==> config.mk <==
export PLATFORM = sky130hd
export DESIGN_NAME = instruction_queue
export DESIGN_NICKNAME = d
export VERILOG_FILES = /design/src/rtl/instruction_queue.sv
export SDC_FILE = /design/constraint.sdc
export NUM_CORES = 1
export LEC_CHECK = 0
export CORE_MARGIN = 3
export CORE_UTILIZATION = 55
export CTS_CLUSTER_SIZE = 20
export DETAILED_ROUTE_END_ITERATION = 8
export DONT_BUFFER_PORTS = 1
export HOLD_SLACK_MARGIN = 0.1
export PLACE_DENSITY = 0.77
export SYNTH_ARGS = -nofsm -noshare
export SYNTH_HDL_FRONTEND = slang
export SYNTH_SLANG_ARGS = --single-unit
==> constraint.sdc <==
create_clock -name clk -period 2.75 [get_ports clk]
set_input_delay 0.825 -clock clk [delete_from_list [all_inputs] [get_ports clk]]
set_output_delay 0.825 -clock clk [all_outputs]
set_load 0.02 [all_outputs]
==> src/rtl/instruction_queue.sv <==
// instruction_queue
//   Multi-entry instruction register / prefetch queue between instruction
//   memory and the control unit. Valid/ready handshake on both sides; the
//   head entry is presented split into opcode and operand/address fields.
//   Optional feature macro: IR_PARITY_EN (per-entry even parity + error flag).
//
// Ports
//   clk                 in   rising-edge clock
//   reset_ir_n          in   synchronous reset, active-low
//   flush               in   discard all entries (branch/jump)
//   in_valid/in_ready   in/out  producer handshake, in_ready = count<DEPTH
//   instruction         in   fetched word
//   out_valid/out_ready out/in  consumer handshake, out_valid = count!=0
//   ir_opcode           out  head MSB field, 0 when empty
//   ir_operand_or_addr  out  head LSB field, 0 when empty
//   count               out  occupancy
//   instruction_parity  in   (IR_PARITY_EN) even parity of instruction
//   parity_err          out  (IR_PARITY_EN) head parity check failed
module instruction_queue #(
  parameter int OPCODE_W  = 4,
  parameter int OPERAND_W = 8,
  parameter int DEPTH     = 4,
  localparam int INSTR_W  = OPCODE_W + OPERAND_W,
  localparam int CNT_W    = $clog2(DEPTH + 1)
) (
  input  logic                 clk,
  input  logic                 reset_ir_n,
  input  logic                 flush,
  input  logic                 in_valid,
  output logic                 in_ready,
  input  logic [INSTR_W-1:0]   instruction,
`ifdef IR_PARITY_EN
  input  logic                 instruction_parity,
  output logic                 parity_err,
`endif
  output logic                 out_valid,
  input  logic                 out_ready,
  output logic [OPCODE_W-1:0]  ir_opcode,
  output logic [OPERAND_W-1:0] ir_operand_or_addr,
  output logic [CNT_W-1:0]     count
);

  localparam int PTR_W = $clog2(DEPTH);

  logic [INSTR_W-1:0] mem [DEPTH];
  logic [PTR_W-1:0]   wr_ptr;
  logic [PTR_W-1:0]   rd_ptr;
  logic               push;
  logic               pop;
  logic [INSTR_W-1:0] head;

`ifdef IR_PARITY_EN
  logic               par_mem [DEPTH];
`endif

  // in_ready looks only at count, so a pop cannot open a slot in the same
  // cycle for a push into a full queue.
  assign in_ready  = (count != CNT_W'(DEPTH));
  assign out_valid = (count != '0);
  assign push      = in_valid & in_ready;
  assign pop       = out_valid & out_ready;

  always_ff @(posedge clk) begin
    if (!reset_ir_n) begin
      wr_ptr <= '0;
      rd_ptr <= '0;
      count  <= '0;
      for (int i = 0; i < DEPTH; i++) begin
        mem[i] <= '0;
`ifdef IR_PARITY_EN
        par_mem[i] <= 1'b0;
`endif
      end
    end else if (flush) begin
      // Storage is left as-is; only the bookkeeping is discarded.
      wr_ptr <= '0;
      rd_ptr <= '0;
      count  <= '0;
    end else begin
      if (push) begin
        mem[wr_ptr] <= instruction;
`ifdef IR_PARITY_EN
        par_mem[wr_ptr] <= instruction_parity;
`endif
        wr_ptr <= wr_ptr + 1'b1;
      end
      if (pop) begin
        rd_ptr <= rd_ptr + 1'b1;
      end
      if (push && !pop) begin
        count <= count + CNT_W'(1);
      end else if (pop && !push) begin
        count <= count - CNT_W'(1);
      end
    end
  end

  assign head               = mem[rd_ptr];
  assign ir_opcode          = out_valid ? head[INSTR_W-1:OPERAND_W] : '0;
  assign ir_operand_or_addr = out_valid ? head[OPERAND_W-1:0]       : '0;

`ifdef IR_PARITY_EN
  assign parity_err = out_valid & ((^head) ^ par_mem[rd_ptr]);
`endif

endmodule
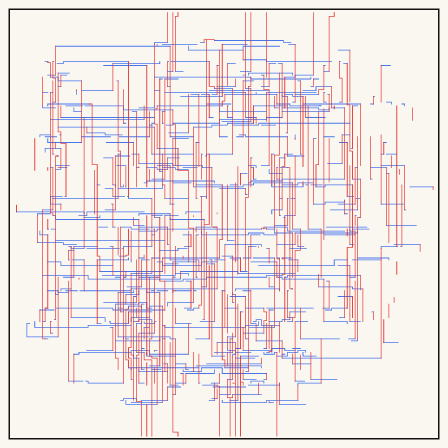
Fig. 1. Metal layers overlaid.
Only two layers are drawn.
blue -> met1  # wire length 1,930 µm
red -> met2  # wire length 2,660 µm

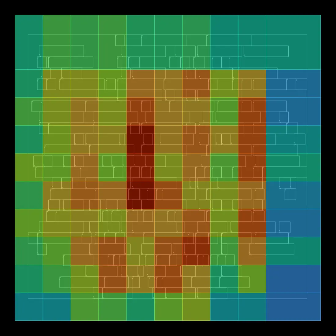
Fig. 2. Congestion heat map.
met3 Resource Use GR: 9.63%
utilization after layout: 65.3%

==> flow_summary.yaml <==
# generated from flow reports
grt:
  use_met1_pct: 24.4
  grt_overflow: 0
  grt_use_met2_pct: 34.4
  antenna_found_initial: 0
  grt_pass1_wl_um: 8250
  grt_pass1_vias: 1656
logic_synthesis:
  top_cell_area_share_pct: 54.1
  yosys.area_share.xor_xnor_pct: 0.986
  aoi_share_pct: 1.83
  synth-seq-cells: 57
  syn_nets: 199
  yosysSeqAreaShare_pct: 60.9
  synth.mux.area_fraction_pct: 10.5
  most_common_cell: "edfxtp_1"
  largest_area_cell: "edfxtp_1"
  synth.yosys.num_cells: 180
  synth_area_um2: 2660
  synth-simple-area-share_pct: 21.6
sta:
  hold_viol: 0
  fmax_mhz: 391
  tightestPinTransition_ns: 0.492
  rsz0062_at_grt: "false"
  timing.hold.ws_ns: 0.499
cells_and_area:
  top_register: "mem"
  inverters: 4
  logic_area_um2: 970
  comb_cells: 111
  nNetsFinal: 219
  comb_share_pct: 33.0
  syn_to_final_growth_pct: 10.4
  final_cells: 255
  layout.cells.most_common: "edfxtp_1"
  drive_gt1_share_pct: 23.2
floorplan:
  rows: 24
  die_w_um: 75.6
  die_h_um: 75.6
  coreArea_um2: 4500
  num_io_pins: 34
setup_path:
  crit_chain: "buf_4, mux4_2, nor2b_1, buf_4"
  reg2reg_from: "count[0]"
  r2r_end: "count[2]"
  critPathBufInv: 2
  start_kind: "register"
  max_stage_delay_ns: 0.54
  criticalPathCategory: "reg2out"
  reg2reg_depth: 7
  crit_fanout: 12
  crit_end: "ir_opcode[3]"
worst_hold_path:
  hold_depth: 2
power:
  leakage_uw: 0.00111
  clkPwrFrac_pct: 32.6
  power_frac_seq_pct: 54.7
  pg_clk_uw: 601
  power_density_nw_per_um2: 627
  seq_cell_power_uw: 1010
  p_total_uw: 1850
detailed_routing:
  vias: 1471
  via_per_inst: 5.77
  dr.pass1.iters: 4
  dr.max_layer_used: "met4"
  met1_length_um: 1930
  drt_wl_total_um: 5130
  wl_met2_um: 2660
run_status:
  outcome: "finished, final reports clean"
placement:
  dp_hpwl_um: 3490
  gp_congestion: 0.729
  portBuffers: 0
run:
  warnings: 26
  maxCapViolations: 0
clock_tree:
  post_cts_buffers: 0
  cts.repair.resized: 0
Power figures rest on the tool's default switching activity, not on a simulated workload.
